--- src/rtl/regfile_pkg.sv ---
// Shared definitions for the register-file write queue and its forwarding search.
package regfile_pkg;

  localparam int unsigned DATA_W_DEF = 32;
  localparam int unsigned ADDR_W_DEF = 5;

  // Writes to this index are architecturally discarded.
  localparam logic [4:0] REG_ZERO = 5'd0;

  typedef struct packed {
    logic [ADDR_W_DEF-1:0] idx;
    logic [DATA_W_DEF-1:0] data;
  } wb_entry_t;

endpackage

--- src/rtl/regfile_fwd_match.sv ---
// Youngest-match search over the pending write queue for one operand index.
module regfile_fwd_match
  import regfile_pkg::*;
#(
  parameter int unsigned DEPTH  = 4,
  parameter int unsigned DATA_W = DATA_W_DEF,
  parameter int unsigned ADDR_W = ADDR_W_DEF,
  localparam int unsigned PTR_W = $clog2(DEPTH),
  localparam int unsigned CNT_W = PTR_W + 1
) (
  input  logic [ADDR_W-1:0] lookup,
  input  logic [ADDR_W-1:0] regs  [DEPTH],
  input  logic [DATA_W-1:0] datas [DEPTH],
  input  logic [PTR_W-1:0]  head,
  input  logic [CNT_W-1:0]  count,
  output logic              hit,
  output logic [DATA_W-1:0] data
);

  logic [PTR_W-1:0] slot;

  // Walk oldest to youngest so the last match (closest to tail) wins.
  always_comb begin
    hit  = 1'b0;
    data = '0;
    slot = head;
    for (int unsigned i = 0; i < DEPTH; i++) begin
      slot = head + PTR_W'(i);
      if ((CNT_W'(i) < count) && (regs[slot] == lookup) &&
          (lookup != ADDR_W'(REG_ZERO))) begin
        hit  = 1'b1;
        data = datas[slot];
      end
    end
  end

endmodule

--- src/rtl/regfile_write_queue.sv ---
// Two-lane in-order write buffer in front of the single-port register file,
// draining one entry per cycle and forwarding pending data to RS/RT reads.
module regfile_write_queue
  import regfile_pkg::*;
#(
  parameter int unsigned DEPTH  = 4,
  parameter int unsigned DATA_W = DATA_W_DEF,
  parameter int unsigned ADDR_W = ADDR_W_DEF
) (
  input  logic                     clk,
  input  logic                     rst_n,
  output logic                     in_ready,
  input  logic                     in_a_valid,
  input  logic [ADDR_W-1:0]        in_a_reg,
  input  logic [DATA_W-1:0]        in_a_data,
  input  logic                     in_b_valid,
  input  logic [ADDR_W-1:0]        in_b_reg,
  input  logic [DATA_W-1:0]        in_b_data,
  output logic                     wr_en,
  output logic [ADDR_W-1:0]        wr_reg,
  output logic [DATA_W-1:0]        wr_data,
  input  logic [ADDR_W-1:0]        lookup_rs,
  input  logic [ADDR_W-1:0]        lookup_rt,
  output logic                     fwd_rs_hit,
  output logic [DATA_W-1:0]        fwd_rs_data,
  output logic                     fwd_rt_hit,
  output logic [DATA_W-1:0]        fwd_rt_data,
  output logic [$clog2(DEPTH):0]   count,
  output logic                     empty
);

  localparam int unsigned PTR_W = $clog2(DEPTH);
  localparam int unsigned CNT_W = PTR_W + 1;

  logic [ADDR_W-1:0] ent_reg_q  [DEPTH];
  logic [DATA_W-1:0] ent_data_q [DEPTH];

  logic [PTR_W-1:0] head_q, head_d, tail_q, tail_d, b_slot;
  logic [CNT_W-1:0] count_q, count_d, n_acc;
  logic             acc_a, acc_b, pop;

  // Acceptance, slot selection and pointer/occupancy next state.
  always_comb begin
    in_ready = count_q <= CNT_W'(DEPTH - 2);
    acc_a    = in_a_valid && in_ready && (in_a_reg != ADDR_W'(REG_ZERO));
    acc_b    = in_b_valid && in_ready && (in_b_reg != ADDR_W'(REG_ZERO));
    pop      = count_q != '0;
    // B lands behind A only when A actually takes a slot.
    b_slot   = acc_a ? tail_q + PTR_W'(1) : tail_q;
    n_acc    = CNT_W'(acc_a) + CNT_W'(acc_b);
    tail_d   = tail_q + PTR_W'(n_acc);
    head_d   = head_q + PTR_W'(pop);
    count_d  = count_q + n_acc - CNT_W'(pop);
  end

  // Pointer and occupancy state; reset discards everything pending.
  always_ff @(posedge clk or negedge rst_n) begin
    if (!rst_n) begin
      head_q  <= '0;
      tail_q  <= '0;
      count_q <= '0;
    end else begin
      head_q  <= head_d;
      tail_q  <= tail_d;
      count_q <= count_d;
    end
  end

  // Entry storage; contents are only meaningful inside the occupied window.
  always_ff @(posedge clk) begin
    if (acc_a) begin
      ent_reg_q[tail_q]  <= in_a_reg;
      ent_data_q[tail_q] <= in_a_data;
    end
    if (acc_b) begin
      ent_reg_q[b_slot]  <= in_b_reg;
      ent_data_q[b_slot] <= in_b_data;
    end
  end

  // Register file port driven straight from the head entry.
  always_comb begin
    wr_en   = count_q != '0;
    wr_reg  = ent_reg_q[head_q];
    wr_data = ent_data_q[head_q];
    count   = count_q;
    empty   = count_q == '0;
  end

  regfile_fwd_match #(
    .DEPTH  (DEPTH),
    .DATA_W (DATA_W),
    .ADDR_W (ADDR_W)
  ) u_fwd_rs (
    .lookup (lookup_rs),
    .regs   (ent_reg_q),
    .datas  (ent_data_q),
    .head   (head_q),
    .count  (count_q),
    .hit    (fwd_rs_hit),
    .data   (fwd_rs_data)
  );

  regfile_fwd_match #(
    .DEPTH  (DEPTH),
    .DATA_W (DATA_W),
    .ADDR_W (ADDR_W)
  ) u_fwd_rt (
    .lookup (lookup_rt),
    .regs   (ent_reg_q),
    .datas  (ent_data_q),
    .head   (head_q),
    .count  (count_q),
    .hit    (fwd_rt_hit),
    .data   (fwd_rt_data)
  );

endmodule

--- config.mk ---
export PLATFORM = sky130hd
export DESIGN_NAME = regfile_write_queue
export DESIGN_NICKNAME = d
export VERILOG_FILES = /design/src/rtl/regfile_pkg.sv /design/src/rtl/regfile_fwd_match.sv /design/src/rtl/regfile_write_queue.sv
export SDC_FILE = /design/constraint.sdc
export NUM_CORES = 1
export LEC_CHECK = 0
export CAP_MARGIN = 0
export CORE_ASPECT_RATIO = 0.8
export CORE_MARGIN = 10
export CORE_UTILIZATION = 30
export CTS_CLUSTER_DIAMETER = 150
export CTS_CLUSTER_SIZE = 24
export DETAILED_ROUTE_END_ITERATION = 16
export SYNTH_ARGS = -nofsm -noshare
export SYNTH_HDL_FRONTEND = slang
export SYNTH_SLANG_ARGS = --single-unit
--- constraint.sdc ---
create_clock -name clk -period 3.7 [get_ports clk]
set_input_delay 0.555 -clock clk [delete_from_list [all_inputs] [get_ports clk]]
set_output_delay 0.555 -clock clk [all_outputs]
set_load 0.005 [all_outputs]
==> notes.md, run 1 <==
run results: gate count after technology mapping 1354, share of final layout cell area taken by non-clock buffers 21.7%, final setup violation count 63, Congestion Overflow GR 0, ranking of synthesized cells by instance count 209 x sky130_fd_sc_hd__mux2i_1, 148 x sky130_fd_sc_hd__dfxtp_1, 143 x sky130_fd_sc_hd__nand2_1, capturing element of the worst setup path fwd_rt_data[1], warning total across the stage logs 31, share of synthesized area occupied by flip-flops and latches 25.8%, Worst Setup Slack, final -278 ps, Final Skew 16.7 ps, row count 65, hpwl dp 31.6 mm, area occupied by multi-input gates 9540 µm², CTS HTree Levels 4, worst hold slack across all endpoints 364 ps, gpl congestion 0.912, Registers, synthesis 155, number of clock buffers inserted by TritonCTS 17, net count of the mapped netlist 1453, CP Class flop to output pin, combinational fraction of the cell area 53.4%, synthesized cell area 12200 µm², Syn. warnings 0, Non-clock inverters 12, Top Ports 197, met3 Track Usage GR 4.81%, Critical Path Start Type flop, number of cell instances after yosys synthesis 1354, aggregate global-route resource usage 19.3%, fp util 30.6%, Taps Inserted 536, utilization after layout 44.9%, sum of negative setup slack -10960 ps, count of inserted antenna diode cells 1, Post-Synthesis Mean Instance Area 8.98 µm², most used standard cell by instance count after synthesis sky130_fd_sc_hd__mux2i_1, proportion of total power due to net switching 43.6%, GR Util met2 31.6%, critical path endpoint category output pin, sequential cell count 155, layout overhead on the synthesized area 47.0%, Top non-seq family multiplexers, final hold violation count 0, Max Clock Freq 251 MHz, drt total wl 48.8 mm, Critical Path Fanout Max 13, Layout Cell Area excl Fill 17900 µm², CP Data Arrival Time 3420 ps, Largest Pwr Group combinational logic, Worst path max stage delay 590 ps, max_slew headroom 45.5%, Slew Viols, Final 0, Reg power frac 18.4%, synth unique cells 46, Avg WL per Cell 22.3 µm, failing checks negative setup slack, period utilization 108%, number of filler instances in the final layout 3698, post-place instance area 15700 µm², library cell occupying the most area in the post-synthesis netlist sky130_fd_sc_hd__dfxtp_1, met1 routed wirelength after detailed routing 21.6 mm, most instantiated logic cell after routing sky130_fd_sc_hd__mux2i_1, compound-gate portion of the synthesized area 17.0%, routing layer with the top usage in global route met2, run status complete, but fails checks, Longest Clk Path Bufs 2, Insertion Delay late pin 450 ps, global-route wire length before repair 73.7 mm, number of post-CTS setup repair buffers 54, number of global-route vias before repair 12400, Worst Setup Slack post-DPL -349 ps, # clk buffers 19, combinational fraction of design power 72.1%
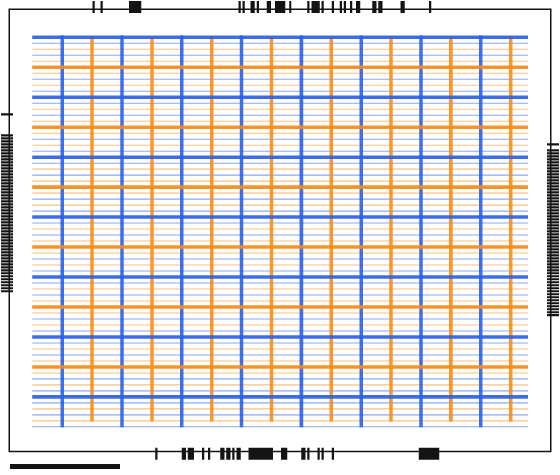
Figure 1: run 1, power grid.
Scale bar: 50 µm. Pins as bars on the die edge.
[VSS] blue
[VDD] orange
met1 rails: 66
rows: 65
met5 straps: 13

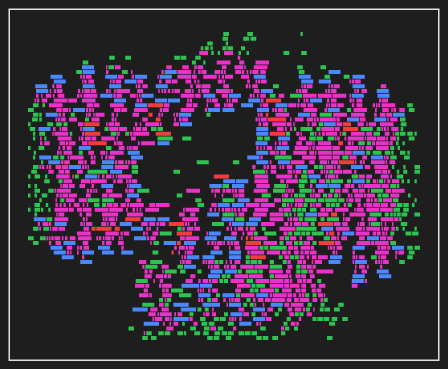
Figure 2: run 1, placement by cell class.
[clock drivers and dummy loads] red | cells: 32 | share of their area: 3.4%
[all other logic] magenta | cells: 1070 | share of their area: 56%
[other buffers and delay cells] green | cells: 398 | share of their area: 23%
[flip-flops] blue | cells: 155 | share of their area: 18%

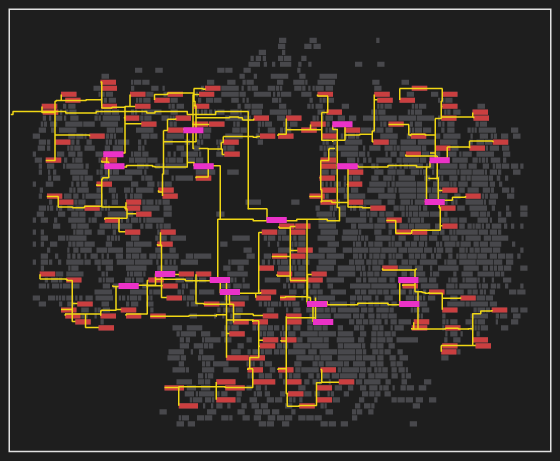
Figure 3: run 1, clock network drawn from the DEF.
[flip-flops] red | count: 155
[clock wires] yellow | length: 2390 µm
[cells driving clock nets] magenta | count: 17
routed clock nets: 18

Figure 4. Routed metal, one colour a layer (run 1).
Scale bar: 50 µm.
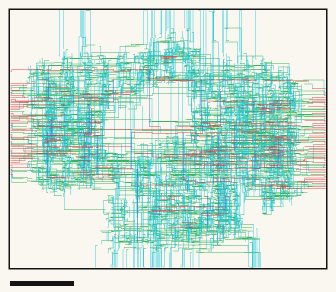

==> inputs of run 2 (changes only) <==
--- a/config.mk
+++ b/config.mk
@@ -6,12 +6,15 @@
 export NUM_CORES = 1
 export LEC_CHECK = 0
 export CAP_MARGIN = 0
+export CELL_PAD_IN_SITES_DETAIL_PLACEMENT = 0
+export CELL_PAD_IN_SITES_GLOBAL_PLACEMENT = 1
 export CORE_ASPECT_RATIO = 0.8
 export CORE_MARGIN = 10
-export CORE_UTILIZATION = 30
+export CORE_UTILIZATION = 42
 export CTS_CLUSTER_DIAMETER = 150
 export CTS_CLUSTER_SIZE = 24
 export DETAILED_ROUTE_END_ITERATION = 16
+export PLACE_DENSITY_LB_ADDON = 0.1
 export SYNTH_ARGS = -nofsm -noshare
 export SYNTH_HDL_FRONTEND = slang
 export SYNTH_SLANG_ARGS = --single-unit
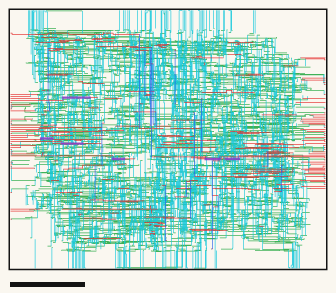
Figure 5: run 2, routed metal, one colour a layer.
Scale bar: 50 µm.
[met5] purple | wire length: 63.5 µm
[met3] red | wire length: 3000 µm
[met4] blue | wire length: 648 µm
[met2] cyan | wire length: 20.4 mm
[met1] green | wire length: 19700 µm

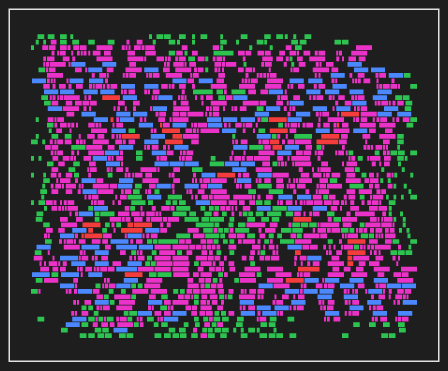
Figure 6: run 2, placement by cell class.
[flip-flops] blue | cells: 155 | share of their area: 20%
[clock drivers and dummy loads] red | cells: 32 | share of their area: 3.8%
[all other logic] magenta | cells: 1070 | share of their area: 57%
[other buffers and delay cells] green | cells: 345 | share of their area: 20%

==> run 2 against run 1 <==
Utilization increased by 13 points. Flip-flop count unchanged. The flow still finishes with violations (negative setup slack). Synthesized cell count unchanged. Hold slack improved by 18 ps.
==> notes.md, run 2 <==
run results: proportion of total power due to net switching 43.2%, Taps Inserted 370, number of cell instances after yosys synthesis 1354, ranking of synthesized cells by instance count 209 x sky130_fd_sc_hd__mux2i_1, 148 x sky130_fd_sc_hd__dfxtp_1, 143 x sky130_fd_sc_hd__nand2_1, aggregate global-route resource usage 23.1%, Worst Setup Slack, final -222 ps, CP Class flop to output pin, Insertion Delay late pin 440 ps, Final Skew 13.0 ps, Post-Synthesis Mean Instance Area 8.98 µm², compound-gate portion of the synthesized area 17.0%, fp util 42.8%, # clk buffers 23, Non-clock inverters 12, CP Data Arrival Time 3370 ps, area occupied by multi-input gates 9080 µm², number of filler instances in the final layout 2478, post-place instance area 15200 µm², period utilization 106%, hpwl dp 30.2 mm, sum of negative setup slack -8930 ps, number of post-CTS setup repair buffers 20, run status complete, but fails checks, combinational fraction of design power 69.2%, failing checks negative setup slack, Critical Path Start Type flop, most instantiated logic cell after routing sky130_fd_sc_hd__mux2i_1, utilization after layout 58.4%, met1 routed wirelength after detailed routing 19.7 mm, max_slew headroom 37.3%, share of final layout cell area taken by non-clock buffers 19.5%, layout overhead on the synthesized area 36.4%, library cell occupying the most area in the post-synthesis netlist sky130_fd_sc_hd__dfxtp_1, Top Ports 197, final setup violation count 61, row count 55, synth unique cells 46, combinational fraction of the cell area 54.8%, global-route wire length before repair 66.3 mm, synthesized cell area 12200 µm², Max Clock Freq 255 MHz, capturing element of the worst setup path fwd_rt_data[23]
Power figures rest on the tool's default switching activity, not on a simulated workload.
